### Sequential cells grouped by signal name

Drawn at 8 px/µm.
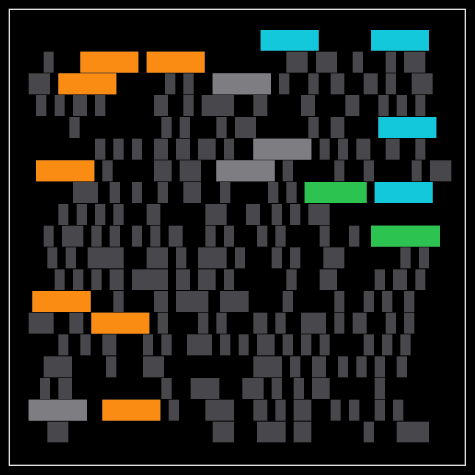
### Met3 routing

Drawn at 6 px/µm. Cells faint in the background.
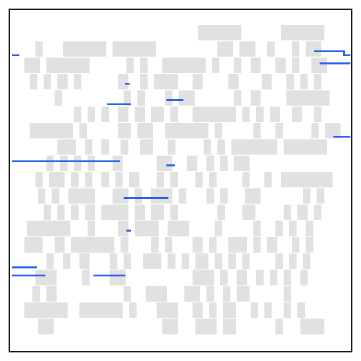
### Signal wires on met1

Drawn at 10 px/µm. Supply wires on this layer in grey. Cells faint in the background.
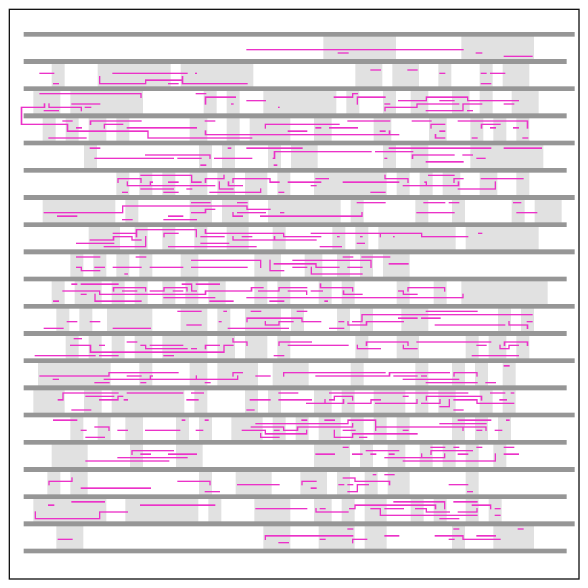
### Congestion heat map

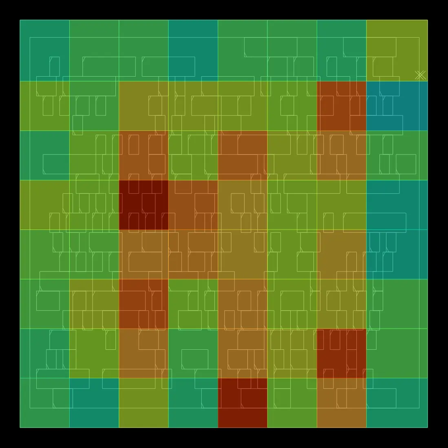
==> src/rtl/snoopy_bus_arbiter_pkg.sv <==
// Shared types for the snoopy coherence bus arbiter.
package snoopy_bus_arbiter_pkg;

  // IDLE    : no owner, arbitrating on the sampled requests
  // GRANTED : one cache owns the bus until it drops its request
  // RELEASE : one turnaround cycle so the bus mux and shared-line OR settle
  typedef enum logic [1:0] {
    IDLE    = 2'd0,
    GRANTED = 2'd1,
    RELEASE = 2'd2
  } BusArbiterState;

endpackage

==> src/rtl/snoopy_bus_arbiter_round_robin_picker.sv <==
// Combinational wrap-around priority search. The device after the last owner
// has highest priority and the last owner itself has lowest. Kept free of any
// state so the snoop-response path can reuse it.
module snoopy_bus_arbiter_round_robin_picker #(
  parameter int  NUMBER_OF_DEVICES = 4,
  localparam int INDEX_WIDTH       = $clog2(NUMBER_OF_DEVICES)
) (
  input  logic [NUMBER_OF_DEVICES-1:0] requests_i,
  input  logic [INDEX_WIDTH-1:0]       last_owner_i,
  output logic [INDEX_WIDTH-1:0]       winner_o,
  output logic                         valid_o
);

  // Walk offsets from farthest to nearest so the nearest set bit overwrites.
  always_comb begin
    int                     cand;
    logic [INDEX_WIDTH-1:0] cand_idx;
    cand     = 0;
    cand_idx = '0;
    winner_o = '0;
    valid_o  = 1'b0;
    for (int off = NUMBER_OF_DEVICES; off >= 1; off--) begin
      cand     = (int'(last_owner_i) + off) % NUMBER_OF_DEVICES;
      cand_idx = INDEX_WIDTH'(cand);
      if (requests_i[cand_idx]) begin
        winner_o = cand_idx;
        valid_o  = 1'b1;
      end
    end
  end

endmodule

==> src/rtl/snoopy_bus_arbiter.sv <==
// Round-robin owner arbitration for the shared snoopy coherence bus.
// A grant is held for the whole transaction (no preemption), followed by a
// fixed turnaround cycle. A sticky watchdog flags owners holding too long.
module snoopy_bus_arbiter
  import snoopy_bus_arbiter_pkg::*;
#(
  parameter int  NUMBER_OF_DEVICES = 4,
  parameter int  MAX_HOLD_CYCLES   = 64,
  localparam int INDEX_WIDTH       = $clog2(NUMBER_OF_DEVICES)
) (
  input  logic                         clock,
  input  logic                         reset,
  input  logic [NUMBER_OF_DEVICES-1:0] requests,
  output logic [NUMBER_OF_DEVICES-1:0] grants,
  output logic                         busBusy,
  output logic [INDEX_WIDTH-1:0]       owner,
  output logic                         holdTimeout
);

  localparam int HOLD_WIDTH = $clog2(MAX_HOLD_CYCLES + 1);
  localparam logic [HOLD_WIDTH-1:0]  HOLD_SAT    = HOLD_WIDTH'(MAX_HOLD_CYCLES);
  localparam logic [HOLD_WIDTH-1:0]  HOLD_FIRE   = HOLD_WIDTH'(MAX_HOLD_CYCLES - 1);
  localparam logic [INDEX_WIDTH-1:0] OWNER_RESET = INDEX_WIDTH'(NUMBER_OF_DEVICES - 1);

  BusArbiterState                 state_q, state_d;
  logic [NUMBER_OF_DEVICES-1:0]   grants_q, grants_d;
  logic [INDEX_WIDTH-1:0]         owner_q, owner_d;
  logic [HOLD_WIDTH-1:0]          hold_q, hold_d;
  logic                           timeout_q, timeout_d;
  logic                           busy_q, busy_d;

  logic [INDEX_WIDTH-1:0]         pick_winner;
  logic                           pick_valid;

  snoopy_bus_arbiter_round_robin_picker #(
    .NUMBER_OF_DEVICES(NUMBER_OF_DEVICES)
  ) u_picker (
    .requests_i  (requests),
    .last_owner_i(owner_q),
    .winner_o    (pick_winner),
    .valid_o     (pick_valid)
  );

  // Next-state, grant, hold counter and watchdog decisions.
  always_comb begin
    state_d   = state_q;
    grants_d  = grants_q;
    owner_d   = owner_q;
    hold_d    = hold_q;
    timeout_d = timeout_q;
    unique case (state_q)
      IDLE: begin
        if (pick_valid) begin
          state_d  = GRANTED;
          grants_d = NUMBER_OF_DEVICES'(1) << pick_winner;
          owner_d  = pick_winner;
          hold_d   = '0;
        end
      end
      GRANTED: begin
        if (requests[owner_q]) begin
          if (hold_q != HOLD_SAT) hold_d = hold_q + 1'b1;
          if (hold_q == HOLD_FIRE) timeout_d = 1'b1;
        end else begin
          state_d  = RELEASE;
          grants_d = '0;
        end
      end
      RELEASE: begin
        state_d = IDLE;
      end
      default: begin
        state_d  = IDLE;
        grants_d = '0;
      end
    endcase
    // Busy is registered from the next state so it lines up with the state.
    busy_d = (state_d != IDLE);
  end

  // State and output registers with synchronous reset.
  always_ff @(posedge clock) begin
    if (reset) begin
      state_q   <= IDLE;
      grants_q  <= '0;
      owner_q   <= OWNER_RESET;
      hold_q    <= '0;
      timeout_q <= 1'b0;
      busy_q    <= 1'b0;
    end else begin
      state_q   <= state_d;
      grants_q  <= grants_d;
      owner_q   <= owner_d;
      hold_q    <= hold_d;
      timeout_q <= timeout_d;
      busy_q    <= busy_d;
    end
  end

  assign grants      = grants_q;
  assign busBusy     = busy_q;
  assign owner       = owner_q;
  assign holdTimeout = timeout_q;

endmodule
==> config.mk <==
export PLATFORM = sky130hd
export DESIGN_NAME = snoopy_bus_arbiter
export DESIGN_NICKNAME = d
export VERILOG_FILES = /design/src/rtl/snoopy_bus_arbiter_pkg.sv /design/src/rtl/snoopy_bus_arbiter_round_robin_picker.sv /design/src/rtl/snoopy_bus_arbiter.sv
export SDC_FILE = /design/constraint.sdc
export NUM_CORES = 1
export LEC_CHECK = 0
export ABC_AREA = 1
export CAP_MARGIN = 0
export CELL_PAD_IN_SITES_DETAIL_PLACEMENT = 1
export CELL_PAD_IN_SITES_GLOBAL_PLACEMENT = 1
export CORE_UTILIZATION = 37
export CTS_CLUSTER_DIAMETER = 60
export DETAILED_ROUTE_END_ITERATION = 6
export PLACE_DENSITY_LB_ADDON = 0.1
export SETUP_SLACK_MARGIN = 0.2
export SLEW_MARGIN = 10
export SYNTH_ARGS = -nofsm -noshare
export SYNTH_HDL_FRONTEND = slang
export SYNTH_HIERARCHICAL = 1
export SYNTH_SLANG_ARGS = --single-unit
==> constraint.sdc <==
create_clock -name clock -period 2.13 [get_ports clock]
set_input_delay 0.3195 -clock clock [delete_from_list [all_inputs] [get_ports clock]]
set_output_delay 0.3195 -clock clock [all_outputs]
set_load 0.1 [all_outputs]
==> qor.yml <==
synth-simple-area-share_pct: 46.3
drtAntennaViolNets: 0
critPathRequiredTime_ns: 2.34
critical_path_peak_fanout: 8
failed_checks: "DRC"
synth-xor-area-share_pct: 0
status: "complete, but fails checks"
cts_tree: "built"
num_tap_cells: 31
whs_path_depth: 2
remaining_drc_errors: 2
clock_insertion_delay_worst_skew_ns: 0.30
multiInputGateArea_um2: 648
area_growth_syn_to_layout_pct: 15.6
num_rows: 19
path_buffers: 2
cts-hold-fix-buffers: 0
antenna_found_initial: 0
wl_met3_um: 61
fin_setup_tns_ns: 0
multi_in_gates: 136
largest_register_ff_count: 7
timing_worst_setup_path_type: "in2reg"
## Picture notes: 'Sequential cells grouped by signal name'
[orange] `hold_q` | sequential cells: 7
[green] `owner` | sequential cells: 2
[cyan] `grants` | sequential cells: 4 | where: top right
not coloured: 4

## Picture notes: 'Met3 routing'
nets with wire on the layer: 9
share of all routed wire: 2.2%

## Picture notes: 'Signal wires on met1'
nets with wire on the layer: 195
longest straight run: 21.6 µm
main direction: horizontal
share of all routed wire: 44%

## Picture notes: 'Congestion heat map'
Total Routing Usage GR: 20.1%
final cell utilization of the core: 45.9%
GR Layer Usage met1: 22.0%
met3 usage: 3.69%
wire length per cell: 12.3 µm

==> cell usage in the layout (no fill, tap or decap), types with 3 or more instances in the layout <==
cell                              Yosys  layout
sky130_fd_sc_hd__buf_4                0       9
sky130_fd_sc_hd__clkdlybuf4s50_1      0       5
sky130_fd_sc_hd__nand2_2              4       4
sky130_fd_sc_hd__inv_1               24      24
sky130_fd_sc_hd__o21ai_0              6       6
sky130_fd_sc_hd__nor2_2               4       4
sky130_fd_sc_hd__nor3_1               3       3
sky130_fd_sc_hd__nor2_1              23      23
sky130_fd_sc_hd__clkbuf_4             0       3
sky130_fd_sc_hd__nand3_1             10      10
sky130_fd_sc_hd__a21oi_1              6       6
sky130_fd_sc_hd__nand2_1             64      64
sky130_fd_sc_hd__dfxtp_1             17      15
